$ cat src/rtl/fetch_pkg.sv
// -----------------------------------------------------------------------------
// fetch_pkg -- shared types and constants for the instruction-fetch stage.
//   state_e     : fetch FSM states (interrupt states only used when the
//                 FETCH_INT_EN build macro is defined)
//   ifid_ctl_e  : IF/ID register update command
//   field positions of the 16-bit instruction word and the two-word flag bit
// -----------------------------------------------------------------------------
package fetch_pkg;

    typedef enum logic [2:0] {
        S_VEC_HI,
        S_VEC_LO,
        S_RUN,
        S_IMM,
        S_INT_HI,
        S_INT_LO
    } state_e;

    // HOLD keeps everything, LOAD captures a new instruction, BUBBLE only
    // drops valid, FLUSH drops valid and clears the instruction word.
    typedef enum logic [1:0] {
        IFID_HOLD,
        IFID_LOAD,
        IFID_BUBBLE,
        IFID_FLUSH
    } ifid_ctl_e;

    localparam int OPC_MSB      = 15;
    localparam int OPC_LSB      = 9;
    localparam int RDST_MSB     = 8;
    localparam int RDST_LSB     = 6;
    localparam int RSRC1_MSB    = 5;
    localparam int RSRC1_LSB    = 3;
    localparam int RSRC2_MSB    = 2;
    localparam int RSRC2_LSB    = 0;
    localparam int TWO_WORD_BIT = 15;

    function automatic logic is_two_word(input logic [15:0] word);
        return word[TWO_WORD_BIT];
    endfunction

endpackage

$ cat src/rtl/if_id_reg.sv
// -----------------------------------------------------------------------------
// if_id_reg -- IF/ID pipeline register.
//   clk_i, rst_i  : clock, synchronous active-high reset (clears everything)
//   ctl_i         : HOLD / LOAD / BUBBLE / FLUSH command from the fetch FSM
//   instr_i, imm_i, pc_i, pc_next_i : values captured on LOAD
//   valid_o, instr_o, imm_o, pc_o, pc_next_o : registered outputs to decode
// -----------------------------------------------------------------------------
module if_id_reg
    import fetch_pkg::*;
#(
    parameter int PC_W   = 32,
    parameter int INST_W = 16
) (
    input  logic              clk_i,
    input  logic              rst_i,
    input  ifid_ctl_e         ctl_i,
    input  logic [INST_W-1:0] instr_i,
    input  logic [INST_W-1:0] imm_i,
    input  logic [PC_W-1:0]   pc_i,
    input  logic [PC_W-1:0]   pc_next_i,
    output logic              valid_o,
    output logic [INST_W-1:0] instr_o,
    output logic [INST_W-1:0] imm_o,
    output logic [PC_W-1:0]   pc_o,
    output logic [PC_W-1:0]   pc_next_o
);

    logic              valid_q,   valid_d;
    logic [INST_W-1:0] instr_q,   instr_d;
    logic [INST_W-1:0] imm_q,     imm_d;
    logic [PC_W-1:0]   pc_q,      pc_d;
    logic [PC_W-1:0]   pc_next_q, pc_next_d;

    always_comb begin
        valid_d   = valid_q;
        instr_d   = instr_q;
        imm_d     = imm_q;
        pc_d      = pc_q;
        pc_next_d = pc_next_q;
        case (ctl_i)
            IFID_LOAD: begin
                valid_d   = 1'b1;
                instr_d   = instr_i;
                imm_d     = imm_i;
                pc_d      = pc_i;
                pc_next_d = pc_next_i;
            end
            IFID_BUBBLE: valid_d = 1'b0;
            IFID_FLUSH: begin
                valid_d = 1'b0;
                instr_d = '0;
            end
            default: ;
        endcase
    end

    always_ff @(posedge clk_i) begin
        if (rst_i) begin
            valid_q   <= 1'b0;
            instr_q   <= '0;
            imm_q     <= '0;
            pc_q      <= '0;
            pc_next_q <= '0;
        end else begin
            valid_q   <= valid_d;
            instr_q   <= instr_d;
            imm_q     <= imm_d;
            pc_q      <= pc_d;
            pc_next_q <= pc_next_d;
        end
    end

    assign valid_o   = valid_q;
    assign instr_o   = instr_q;
    assign imm_o     = imm_q;
    assign pc_o      = pc_q;
    assign pc_next_o = pc_next_q;

endmodule

$ cat src/rtl/fetch_stage.sv
// -----------------------------------------------------------------------------
// fetch_stage -- instruction fetch FSM + PC, feeding the IF/ID register.
//   clk, rst (sync, active high)
//   imem_addr/imem_data : asynchronous-read instruction memory
//   stall               : hold the stage (branch_taken wins over it)
//   branch_taken/branch_target : redirect and flush
//   if_valid, if_instr, if_imm, if_pc, if_pc_next : IF/ID contents
//   opcode, Rdst, Rsrc1, Rsrc2 : field slices of if_instr
// Build macro FETCH_INT_EN adds int_req (in) / int_ret_pc (out) and the
// interrupt-vector load states S_INT_HI / S_INT_LO.
// The PC is assembled from two memory words, so PC_W is expected to be
// 2*INST_W.
// -----------------------------------------------------------------------------
module fetch_stage
    import fetch_pkg::*;
#(
    parameter int          PC_W           = 32,
    parameter int          INST_W         = 16,
    parameter int unsigned RESET_VEC_ADDR = 0
) (
    input  logic              clk,
    input  logic              rst,
    output logic [PC_W-1:0]   imem_addr,
    input  logic [INST_W-1:0] imem_data,
    input  logic              stall,
    input  logic              branch_taken,
    input  logic [PC_W-1:0]   branch_target,
`ifdef FETCH_INT_EN
    input  logic              int_req,
    output logic [PC_W-1:0]   int_ret_pc,
`endif
    output logic              if_valid,
    output logic [INST_W-1:0] if_instr,
    output logic [INST_W-1:0] if_imm,
    output logic [PC_W-1:0]   if_pc,
    output logic [PC_W-1:0]   if_pc_next,
    output logic [OPC_MSB-OPC_LSB:0]     opcode,
    output logic [RDST_MSB-RDST_LSB:0]   Rdst,
    output logic [RSRC1_MSB-RSRC1_LSB:0] Rsrc1,
    output logic [RSRC2_MSB-RSRC2_LSB:0] Rsrc2
);

    localparam logic [PC_W-1:0] VEC_ADDR = PC_W'(RESET_VEC_ADDR);

    state_e            state_q, state_d;
    logic [PC_W-1:0]   pc_q, pc_d, pc_inc;
    logic [PC_W-1:0]   hold_pc_q, hold_pc_d;
    logic [INST_W-1:0] hold_word_q, hold_word_d;

    ifid_ctl_e         ifid_ctl;
    logic [INST_W-1:0] ld_instr, ld_imm;
    logic [PC_W-1:0]   ld_pc;

`ifdef FETCH_INT_EN
    logic [PC_W-1:0]   int_ret_pc_q, int_ret_pc_d;
    logic              int_pend_q, int_pend_d;
`endif

    assign pc_inc = pc_q + PC_W'(1);   // wraps modulo 2^PC_W

    // Address depends only on state and pc, so a stall keeps it stable.
    always_comb begin
        imem_addr = pc_q;
        case (state_q)
            S_VEC_HI: imem_addr = VEC_ADDR;
            S_VEC_LO: imem_addr = VEC_ADDR + PC_W'(1);
`ifdef FETCH_INT_EN
            S_INT_HI: imem_addr = VEC_ADDR + PC_W'(2);
            S_INT_LO: imem_addr = VEC_ADDR + PC_W'(3);
`endif
            default: ;
        endcase
    end

    always_comb begin
        state_d     = state_q;
        pc_d        = pc_q;
        hold_pc_d   = hold_pc_q;
        hold_word_d = hold_word_q;
        ifid_ctl    = IFID_HOLD;
        ld_instr    = imem_data;
        ld_imm      = '0;
        ld_pc       = pc_q;
`ifdef FETCH_INT_EN
        int_ret_pc_d = int_ret_pc_q;
        int_pend_d   = int_pend_q;
`endif
        if (branch_taken) begin
            // Redirect wins over stall and aborts any vector / second-word load.
            pc_d        = branch_target;
            state_d     = S_RUN;
            hold_word_d = '0;
            ifid_ctl    = IFID_FLUSH;
        end else if (!stall) begin
            case (state_q)
                S_VEC_HI: begin
                    pc_d    = {imem_data, pc_q[INST_W-1:0]};
                    state_d = S_VEC_LO;
                end
                S_VEC_LO: begin
                    pc_d    = {pc_q[PC_W-1:INST_W], imem_data};
                    state_d = S_RUN;
                end
                S_RUN: begin
`ifdef FETCH_INT_EN
                    // Word at pc is not consumed; execution resumes there.
                    if (int_req || int_pend_q) begin
                        int_ret_pc_d = pc_q;
                        int_pend_d   = 1'b0;
                        ifid_ctl     = IFID_BUBBLE;
                        state_d      = S_INT_HI;
                    end else
`endif
                    if (is_two_word(imem_data)) begin
                        // Park the first word; IF/ID gets a bubble until
                        // the immediate arrives next cycle.
                        hold_word_d = imem_data;
                        hold_pc_d   = pc_q;
                        pc_d        = pc_inc;
                        ifid_ctl    = IFID_BUBBLE;
                        state_d     = S_IMM;
                    end else begin
                        pc_d     = pc_inc;
                        ifid_ctl = IFID_LOAD;
                    end
                end
                S_IMM: begin
                    ld_instr = hold_word_q;
                    ld_imm   = imem_data;
                    ld_pc    = hold_pc_q;
                    pc_d     = pc_inc;
                    ifid_ctl = IFID_LOAD;
                    state_d  = S_RUN;
`ifdef FETCH_INT_EN
                    if (int_req) int_pend_d = 1'b1;
`endif
                end
`ifdef FETCH_INT_EN
                S_INT_HI: begin
                    pc_d    = {imem_data, pc_q[INST_W-1:0]};
                    state_d = S_INT_LO;
                end
                S_INT_LO: begin
                    pc_d    = {pc_q[PC_W-1:INST_W], imem_data};
                    state_d = S_RUN;
                end
`endif
                default: state_d = S_VEC_HI;
            endcase
        end
    end

    always_ff @(posedge clk) begin
        if (rst) begin
            state_q     <= S_VEC_HI;
            pc_q        <= '0;
            hold_pc_q   <= '0;
            hold_word_q <= '0;
        end else begin
            state_q     <= state_d;
            pc_q        <= pc_d;
            hold_pc_q   <= hold_pc_d;
            hold_word_q <= hold_word_d;
        end
    end

`ifdef FETCH_INT_EN
    always_ff @(posedge clk) begin
        if (rst) begin
            int_ret_pc_q <= '0;
            int_pend_q   <= 1'b0;
        end else begin
            int_ret_pc_q <= int_ret_pc_d;
            int_pend_q   <= int_pend_d;
        end
    end
    assign int_ret_pc = int_ret_pc_q;
`endif

    if_id_reg #(
        .PC_W   (PC_W),
        .INST_W (INST_W)
    ) u_if_id (
        .clk_i     (clk),
        .rst_i     (rst),
        .ctl_i     (ifid_ctl),
        .instr_i   (ld_instr),
        .imm_i     (ld_imm),
        .pc_i      (ld_pc),
        .pc_next_i (pc_inc),
        .valid_o   (if_valid),
        .instr_o   (if_instr),
        .imm_o     (if_imm),
        .pc_o      (if_pc),
        .pc_next_o (if_pc_next)
    );

    assign opcode = if_instr[OPC_MSB:OPC_LSB];
    assign Rdst   = if_instr[RDST_MSB:RDST_LSB];
    assign Rsrc1  = if_instr[RSRC1_MSB:RSRC1_LSB];
    assign Rsrc2  = if_instr[RSRC2_MSB:RSRC2_LSB];

endmodule

$ cat config.mk
export PLATFORM = sky130hd
export DESIGN_NAME = fetch_stage
export DESIGN_NICKNAME = d
export VERILOG_FILES = /design/src/rtl/fetch_pkg.sv /design/src/rtl/if_id_reg.sv /design/src/rtl/fetch_stage.sv
export SDC_FILE = /design/constraint.sdc
export NUM_CORES = 1
export LEC_CHECK = 0
export CAP_MARGIN = 0
export CORE_ASPECT_RATIO = 2
export CORE_MARGIN = 2
export CORE_UTILIZATION = 50
export DETAILED_ROUTE_END_ITERATION = 10
export PLACE_DENSITY = 0.79
export SETUP_SLACK_MARGIN = 0.15
export SLEW_MARGIN = 10
export SYNTH_ARGS = -nofsm -noshare
export SYNTH_HDL_FRONTEND = slang
export SYNTH_HIERARCHICAL = 1
export SYNTH_SLANG_ARGS = --single-unit
$ cat constraint.sdc
create_clock -name clk -period 7.3 [get_ports clk]
set_clock_uncertainty 0.1 [all_clocks]
set_input_delay 1.825 -clock clk [delete_from_list [all_inputs] [get_ports clk]]
set_output_delay 1.825 -clock clk [all_outputs]
set_load 0.01 [all_outputs]
Run 1, metal layers overlaid:
(2 px per um)
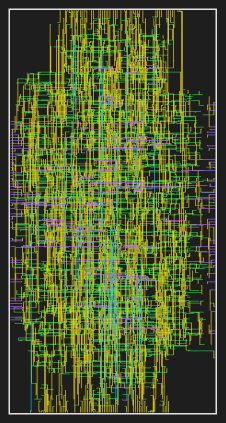
[yellow] M2 | wire length: 15700 um
[cyan] M4 | wire length: 1550 um
[green] M1 | wire length: 11500 um
[purple] M3 | wire length: 1920 um

Run 1, M3 wires:
(3 px per um)
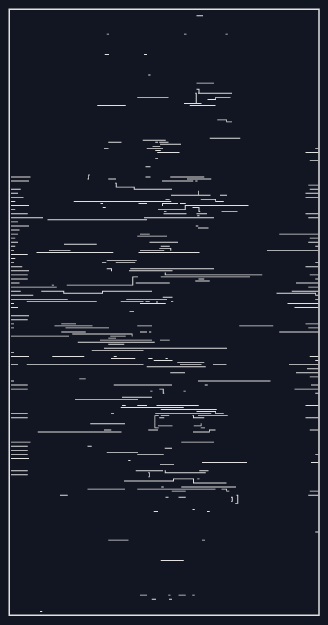
share of all routed wire: 6.3%
longest straight run: 40.7 um

Run 1, clock distribution:
(3 px per um)
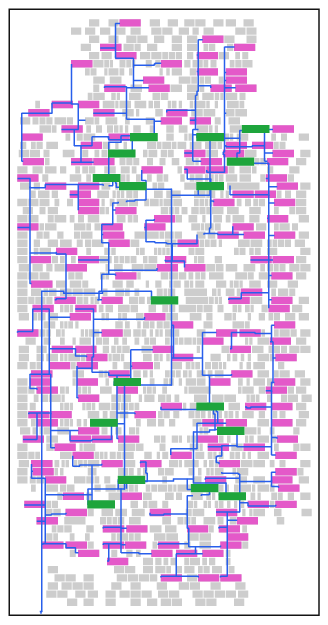
[green] clock-net drivers | count: 17
[blue] clock wires | length: 2190 um
[magenta] flip-flops | count: 179
flops lie: widely spread
routed clock nets: 18

Run 1, clock nets:
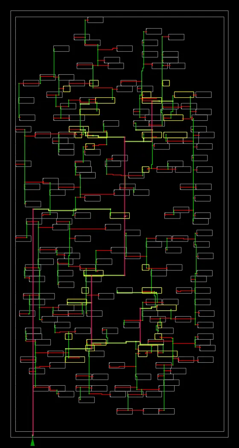
Clk. pwr: 0.000932 W
clk latency late pin: 440 ps
clock buffer count from CTS: 17
Clock buffer cells: 17

==> impl_metrics.toml, run 1 <==
# implementation run metrics
[final_timing]
slew_headroom = 0.218
max_freq_ghz = 0.220
holdWs_ps = 354

[synthesis]
aoi_share = 0.173

[power_and_ir_drop]
p_comb_w = 0.000369
top_power_group = "registers"

[finish]
area_growth_pct = 24.3
non_clock_buffer_area_share = 0.171
inv_count = 14

[clocking]
holdBufCountCts = 0
clockBufferDepth = 2

[drt]
vias = 9120
drc = 0
routed-wl-met3_um = 1920
dr.pass1.iters = 8
vias_per_cell = 5.93

[grt]
grt_max_degree = 124
use_met1 = 0.340

[placed_design]
dpl_cell_area_um2 = 11500
post-place-ws_ps = 2390

[run_status]
status = "complete, no violations"

[worst_hold_path]
hold_path.startpoint = "hold_pc_q[14]"
hp-class = "register to register"

[floorplan]
fp-utilization = 0.506
die_h_um = 202
io_pins = 197

[critical_path]
r2r_start = "state_q[1]"

[run]
maxCapViolations = 0
--- run 2 (diff from run 1) ---
==> constraint.sdc (replaced) <==
create_clock -name clk -period 4.45 [get_ports clk]
set_clock_uncertainty 0.1 [all_clocks]
set_input_delay 1.1125 -clock clk [delete_from_list [all_inputs] [get_ports clk]]
set_output_delay 1.1125 -clock clk [all_outputs]
set_load 0.01 [all_outputs]
==> run 2 against run 1 <==
  * Final cell count up 0.33%
  * Die size unchanged
  * Non-clock buffer count up 4
  * Register-to-register slack worse by 2400 ps
  * Synthesized cell count unchanged
  * Total power up 62%
  * Combinational power up 65%
  * Hold slack worse by 1.2 ps
  * Flip-flop count unchanged
  * Critical path depth down 1
  * Synthesized area unchanged
  * Core utilization up 0.20 points
==> impl_metrics.toml, run 2 <==
# implementation run metrics
[floorplan]
io_pins = 197
die_h_um = 202

[final_timing]
max_freq_ghz = 0.276
holdWs_ps = 353
slew_headroom = 0.242

[finish]
non_clock_buffer_area_share = 0.175
seq_share = 0.295
area_growth_pct = 24.7
layout-drive-gt1-share = 0.0889
inv_count = 14
clkbuf_count = 20

[grt]
grt_max_degree = 114
overflow = 0
first_global_vias = 8577
use_met1 = 0.349

[placed_design]
post-place-ws_ps = 799
dpl_cell_area_um2 = 11600

[run]
maxCapViolations = 0

[worst_hold_path]
hold_path.startpoint = "hold_pc_q[21]"
hp-class = "register to register"

[clocking]
clockBufferDepth = 2
holdBufCountCts = 0
numCtsBuffers = 17

[power_and_ir_drop]
p_comb_w = 0.000608
p_per_area_nw_per_um2 = 317
top_power_group = "registers"

[drt]
routed-wl-met3_um = 2010
dr.pass1.iters = 5
top_layer_used = "met4"

[critical_path]
r2r_start = "pc_q[6]"
required_ps = 3240
crit_top_cell = "buf_4"

[run_status]
status = "complete, no violations"

[synthesis]
aoi_share = 0.173
Run 2, clock nets:
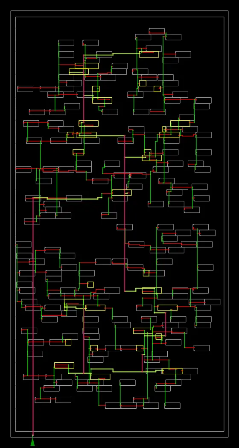
Clk. pwr: 0.00148 W
Flops: 179
CTS Sinks: 179

Run 2, M3 wires:
(3 px per um)
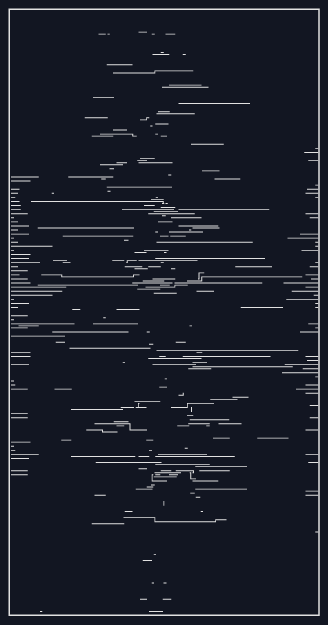
main direction: horizontal
nets with wire on the layer: 202

Run 2, metal layers overlaid:
(2 px per um)
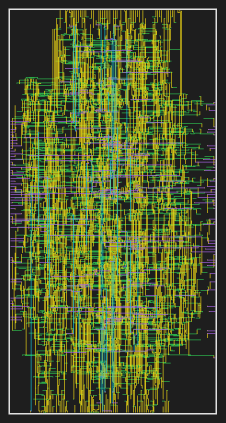
[yellow] M2 | wire length: 15500 um
[green] M1 | wire length: 11200 um
[purple] M3 | wire length: 2010 um
[cyan] M4 | wire length: 1560 um

Power figures rest on the tool's default switching activity, not on a simulated workload.
